[config.mk]
export PLATFORM = sky130hd
export DESIGN_NAME = vga_sync
export DESIGN_NICKNAME = d
export VERILOG_FILES = /design/src/rtl/vga_timing_pkg.sv /design/src/rtl/mod_counter.sv /design/src/rtl/vga_sync.sv
export SDC_FILE = /design/constraint.sdc
export NUM_CORES = 1
export LEC_CHECK = 0
export ABC_CLOCK_PERIOD_IN_PS = 2200
export CORE_AREA = 3 3 71 73
export CTS_CLUSTER_DIAMETER = 100
export DETAILED_ROUTE_END_ITERATION = 8
export DIE_AREA = 0 0 74 76
export PLACE_DENSITY = 0.53
export SLEW_MARGIN = 20
export SYNTH_ARGS = -nofsm -noshare
export SYNTH_HDL_FRONTEND = slang
export SYNTH_SLANG_ARGS = --single-unit
[constraint.sdc]
create_clock -name clk -period 2.2 [get_ports clk]
set_clock_uncertainty 0.2 [all_clocks]
set_input_delay 0.44 -clock clk [delete_from_list [all_inputs] [get_ports clk]]
set_output_delay 0.44 -clock clk [all_outputs]
set_load 0.01 [all_outputs]
[src/rtl/vga_timing_pkg.sv]
// Shared VGA raster timing: default 640x480@60 constants, derived totals
// and sync windows, coordinate width, and the sync-window decode helper.
package vga_timing_pkg;

    localparam int COORD_W = 10;

    localparam int DEF_H_DISPLAY = 640;
    localparam int DEF_H_FRONT   = 16;
    localparam int DEF_H_SYNC    = 96;
    localparam int DEF_H_BACK    = 48;
    localparam int DEF_V_DISPLAY = 480;
    localparam int DEF_V_FRONT   = 10;
    localparam int DEF_V_SYNC    = 2;
    localparam int DEF_V_BACK    = 33;

    localparam logic DEF_SYNC_ACTIVE = 1'b0;

    localparam int DEF_H_TOTAL  = DEF_H_DISPLAY + DEF_H_FRONT + DEF_H_SYNC + DEF_H_BACK;
    localparam int DEF_V_TOTAL  = DEF_V_DISPLAY + DEF_V_FRONT + DEF_V_SYNC + DEF_V_BACK;
    localparam int DEF_HS_START = DEF_H_DISPLAY + DEF_H_FRONT;
    localparam int DEF_HS_END   = DEF_HS_START + DEF_H_SYNC;
    localparam int DEF_VS_START = DEF_V_DISPLAY + DEF_V_FRONT;
    localparam int DEF_VS_END   = DEF_VS_START + DEF_V_SYNC;

    // Sync level for a coordinate: active inside [start, stop), idle elsewhere.
    function automatic logic sync_level(input logic [COORD_W-1:0] pos,
                                        input logic [COORD_W-1:0] start,
                                        input logic [COORD_W-1:0] stop,
                                        input logic               active);
        return ((pos >= start) && (pos < stop)) ? active : ~active;
    endfunction

endpackage

[src/rtl/mod_counter.sv]
// Modulo-N up-counter with enable; wrap flags the enabled cycle that rolls
// the count from MODULUS-1 back to zero.
module mod_counter #(
    parameter int MODULUS = 800,
    parameter int W       = 10
) (
    input  logic         clk,
    input  logic         rst,
    input  logic         en,
    output logic [W-1:0] count,
    output logic         wrap
);
    localparam logic [W-1:0] LAST = W'(MODULUS - 1);

    assign wrap = en && (count == LAST);

    // Count on enable, rolling over at the last value.
    always_ff @(posedge clk or posedge rst) begin
        if (rst)
            count <= '0;
        else if (en)
            count <= wrap ? '0 : count + W'(1);
    end
endmodule

[src/rtl/vga_sync.sv]
// VGA raster timing generator: pixel/line counters advanced by the pixel
// tick, registered sync pulses aligned with the counters, and visible-area
// and end-of-line/frame strobes. Horizontal and vertical totals must each
// fit the 10-bit coordinate range (at most 1024).
module vga_sync
    import vga_timing_pkg::*;
#(
    parameter int   H_DISPLAY   = DEF_H_DISPLAY,
    parameter int   H_FRONT     = DEF_H_FRONT,
    parameter int   H_SYNC      = DEF_H_SYNC,
    parameter int   H_BACK      = DEF_H_BACK,
    parameter int   V_DISPLAY   = DEF_V_DISPLAY,
    parameter int   V_FRONT     = DEF_V_FRONT,
    parameter int   V_SYNC      = DEF_V_SYNC,
    parameter int   V_BACK      = DEF_V_BACK,
    parameter logic SYNC_ACTIVE = DEF_SYNC_ACTIVE
) (
    input  logic               clk,
    input  logic               rst,
    input  logic               tick,
    output logic               hsync,
    output logic               vsync,
    output logic               video_on,
    output logic [COORD_W-1:0] pixel_x,
    output logic [COORD_W-1:0] pixel_y,
    output logic               line_end,
    output logic               frame_end
);
    localparam int H_TOTAL = H_DISPLAY + H_FRONT + H_SYNC + H_BACK;
    localparam int V_TOTAL = V_DISPLAY + V_FRONT + V_SYNC + V_BACK;

    localparam logic [COORD_W-1:0] H_VIS    = COORD_W'(H_DISPLAY);
    localparam logic [COORD_W-1:0] V_VIS    = COORD_W'(V_DISPLAY);
    localparam logic [COORD_W-1:0] HS_START = COORD_W'(H_DISPLAY + H_FRONT);
    localparam logic [COORD_W-1:0] HS_END   = COORD_W'(H_DISPLAY + H_FRONT + H_SYNC);
    localparam logic [COORD_W-1:0] VS_START = COORD_W'(V_DISPLAY + V_FRONT);
    localparam logic [COORD_W-1:0] VS_END   = COORD_W'(V_DISPLAY + V_FRONT + V_SYNC);

    logic               h_wrap;
    logic               v_wrap;
    logic [COORD_W-1:0] x_next;
    logic [COORD_W-1:0] y_next;

    mod_counter #(.MODULUS(H_TOTAL), .W(COORD_W)) u_hcount (
        .clk   (clk),
        .rst   (rst),
        .en    (tick),
        .count (pixel_x),
        .wrap  (h_wrap)
    );

    mod_counter #(.MODULUS(V_TOTAL), .W(COORD_W)) u_vcount (
        .clk   (clk),
        .rst   (rst),
        .en    (h_wrap),
        .count (pixel_y),
        .wrap  (v_wrap)
    );

    // Values the counters will hold after this edge, so the sync flops
    // decode the same coordinates the counters are about to present.
    always_comb begin
        x_next = pixel_x;
        y_next = pixel_y;
        if (tick)
            x_next = h_wrap ? '0 : pixel_x + COORD_W'(1);
        if (h_wrap)
            y_next = v_wrap ? '0 : pixel_y + COORD_W'(1);
    end

    // Registered sync pulses loaded alongside the counters (no skew).
    always_ff @(posedge clk or posedge rst) begin
        if (rst) begin
            hsync <= ~SYNC_ACTIVE;
            vsync <= ~SYNC_ACTIVE;
        end else begin
            hsync <= sync_level(x_next, HS_START, HS_END, SYNC_ACTIVE);
            vsync <= sync_level(y_next, VS_START, VS_END, SYNC_ACTIVE);
        end
    end

    assign video_on  = (pixel_x < H_VIS) && (pixel_y < V_VIS);
    assign line_end  = h_wrap;
    assign frame_end = v_wrap;
endmodule

Floorplan with the power grid:
Scale bar: 20 µm. Pins as bars on the die edge. Tap cells in grey.
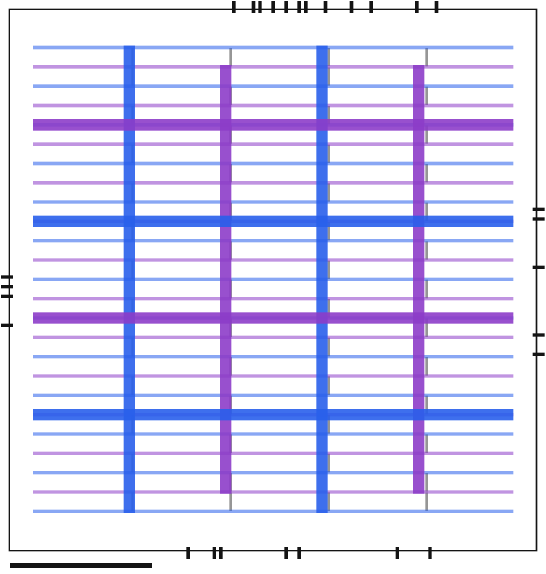
| colour | net |
|---|---|
| blue | VSS |
| purple | VDD |
met4 straps: 4
tap cells: 52
VDD IR-drop max: 0.454 mV
Core Box Area: 4410 µm²
Die X: 74 µm

Placed cells, one colour a class:
Scale bar: 20 µm.
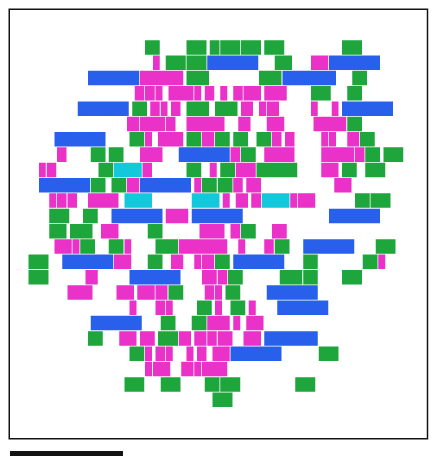
| colour | class | cells | share of their area |
|---|---|---|---|
| green | remaining buffers and delay cells | 79 | 33% |
| cyan | clock drivers and dummy loads | 4 | 2.6% |
| magenta | combinational and other logic | 113 | 38% |
| blue | sequential cells | 22 | 27% |
fin util: 48.6%
FP Rows: 24
sequential share of cell area: 25.8%
post-route design area: 2140 µm²

==> flow_metrics.tcl <==
# place-and-route summary
set metrics [dict create \
    setup.worst_path.end_class "output pin" \
    num_vias 1327 \
    fmaxAchievable_mhz 453 \
    antenna_cells_inserted 0 \
    postCtsSetupRepairBufs 6 \
    final-max-slew-violation-count 0 \
    mappedNetlistNets 150 \
    globalplace.congestion 0.822 \
    critPathTopFamily "simple AND/OR/NAND/NOR gates" \
    most_common_flop_cell_mapped_by_yosys "dfrtp_1" \
    fp_util_pct 29.7 \
    average_via_count_per_standard_cell 4.91 \
    synth_xor_xnor_area_share_pct 8.67 \
    synth-warning-count 0 \
    die_area_um2 5620 \
    synth.logic.top_family "simple AND/OR/NAND/NOR gates" \
    r2r_setup_slack_ns 0.10 \
    pin_count 28 \
    final.fill_count 421 \
    final_critical_path_setup_slack_ns -0.00757 \
    clock_tree.buffer_depth 2 \
    muxShareOfSynthArea_pct 0 \
    fin_crit_ns 2.21 \
    worst_path_max_delay_cell "dfrtp_1" \
    antenna_violating_nets_post_route 0 \
    rsz_0062_raised_after_global_routing "true" \
    hp-class "in2async" \
    dpl.hpwl_mm 2.79 \
    maximum_number_of_pins_on_one_net_before_global_route_repair 23 \
    synthArstFlopShare_pct 100 \
    setup.worst_path.end "frame_end" \
    hold_buffers 0 \
    layout-drive-gt1-share_pct 35.3 \
    routedWlPerCell_um 13.9 \
    critPathRequiredTime_ns 1.56 \
    mappedNetlistArea_um2 1310 \
    pwr_density_cell_nw_per_um2 559 \
    ys_cells 144 \
    instance_area_after_placement_um2 1880 \
    gr-total-overflow 0 \
    drt_first_pass_iters 4 \
    global_route.usage.total_pct 14.2 \
    global_route_wire_length_before_repair_mm 6.47 \
    area.sequential_um2 553 \
    finalNetCount 225 \
    avgSynthCellArea_um2 9.11 \
    violations "setup timing" \
    path_max_fanout 2 \
    worst-path-stages 7 \
    timing.final.hold_violations 0 \
    dp_slack_ns -0.492 \
    totalWireLength_mm 3.74 \
    worst-endpoint-arrival_ns 1.57 \
    grt_pass1_vias 1381 \
    yosys.cell_types.count 37 \
    synthMostInstantiatedCell "dfrtp_1" \
    synth-simple-area-share_pct 28.1 \
    grt_antenna_before_repair 0 \
    timing.critical_path.slowest_cell_delay_ns 0.36 \
    cap_violations 0 \
    count_of_buffers_inserted_at_the_top_level_ports 27 \
    synthAoiAreaFrac_pct 11.4 \
    tritoncts_buffers 3 \
    area_growth_pct 63.4 \
    layout_worst_path_cycle_share_pct 100 \
    met2_usage_pct 24.0 \
    post-synth-top-area-cell "dfrtp_1" \
    rr_worst_depth 9 \
    max-slew-margin-rel_pct 77.8 \
    outcome "finished with violations" \
    clk_transition_reported_paths_ns 0.09 \
    synth-edff-count 0 \
    syn-instance-count 144 \
    timing.rr.end "hsync" \
    p_leak_nw 0.958 \
    finalSetupViolations 1 \
    cts_repair_resize_count 22 \
    reg2reg_from "u_hcount.count[0]" \
    clock_tree.htree_level_count 1 \
    global_route.usage.met3_pct 3.03 \
    synthAdderAreaFrac_pct 2.86 \
    setup.worst_path.start "u_hcount.count[0]" \
    clkSinkCount 22 \
    met1_usage_pct 18.1 \
    drt_iter0_markers 49 \
    synth.top_cells.by_area "dfrtp_1 (38%), xor2_1 (4.7%), o21ai_0 (4.6%)" \
    drc 0 \
    netlist_top_cells_count "dfrtp_1 (20), nand2_1 (14), o21ai_0 (12)" \
    cp_num_buf_inv 3 \
    synth_flops 22 \
    clock-root-buffer "clkbuf_8" \
]
Clock wires, drivers and flops:
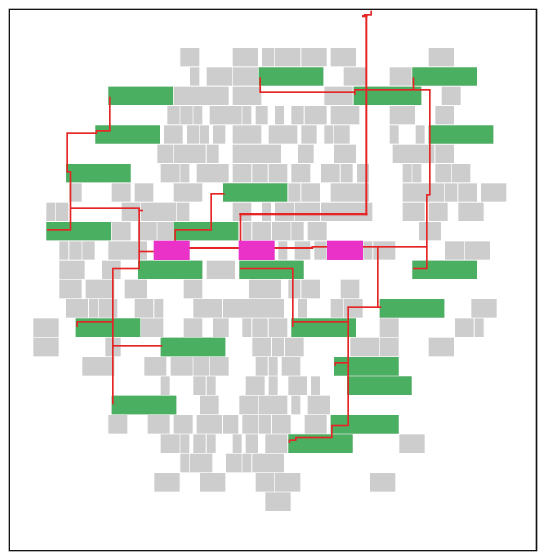
[magenta] clock drivers | count: 3
[green] flip-flops | count: 22
[red] clock wires | length: 313 µm
routed clock nets: 4
clock network fraction of design power: 24.4%
Clock Latency Late Sink: 0.26 ns
power dissipated in the clock network: 0.293 mW

per-layer routing:
metal  vias up  part of all wire (%)
met5         -                     0
met4         0                   1.3
met3         4                   4.4
met2        31                    52
met1       645                    43
li1        647                     -
area by class of cell:
type,count,area share [%]
multi-input combinational,104,34.9
timing repair buffer,79,32.1
sequential,22,25.8
tap,52,3.03
clock buffer,4,2.57
inverter,9,1.58
worst register-to-register path, stage by stage, from the launching register on:
cell and delay, ns:
dfrtp_1 0.36, ha_2 0.18, buf_4 0.10, buf_4 0.10, nand4_1 0.14, xnor2_1 0.25, nor3b_1 0.08, a21oi_1 0.13
o22ai_1 0.09, or4_1 0.41
state kept, by name (all words and copies together) (netlist names):
signal,cells
vsync,1
hsync,1
u_vcount.count,10
u_hcount.count,10
layout by cell type (no fill, tap or decap), types with 2 or more instances in the layout:
cell and instances:
nor3_4 2, nor3b_1 2, o31ai_1 2, dfstp_2 2
inv_1 8, clkdlybuf4s50_1 23, a21oi_1 4, xnor2_1 6
o21ai_0 11, buf_4 45, buf_6 7, o22ai_1 2
clkbuf_8 4, nor2_1 10, nand3_1 8, nor3_1 2
dfrtp_1 20, xor2_1 7, dlygate4sd2_1 2, nor2_4 2
and2_1 2, nand4_1 6, ha_1 2, nand2_1 14
and3_1 3
metrics by stage:
stage / total power [mW] / TNS (ns) / cells / hold WS (ns)
floorplan: 0.676 / 0 / 144 / 0.228
global placement: 0.892 / -2.17 / 252 / 0.367
detailed placement: 0.901 / -2.26 / 252 / 0.366
CTS: 1.21 / -0.0439 / 262 / 0.325
global route: 1.28 / -0.182 / 270 / 0.329
finish: 1.20 / -0.00757 / 270 / 0.313
where the power goes:
part / internal [mW] / switching [mW]
sequential: 0.451 / 0.0307
clock: 0.159 / 0.134
combinational: 0.233 / 0.191
total: 0.844 / 0.355
No activity file was given, so power comes from the tool's default toggle rates.
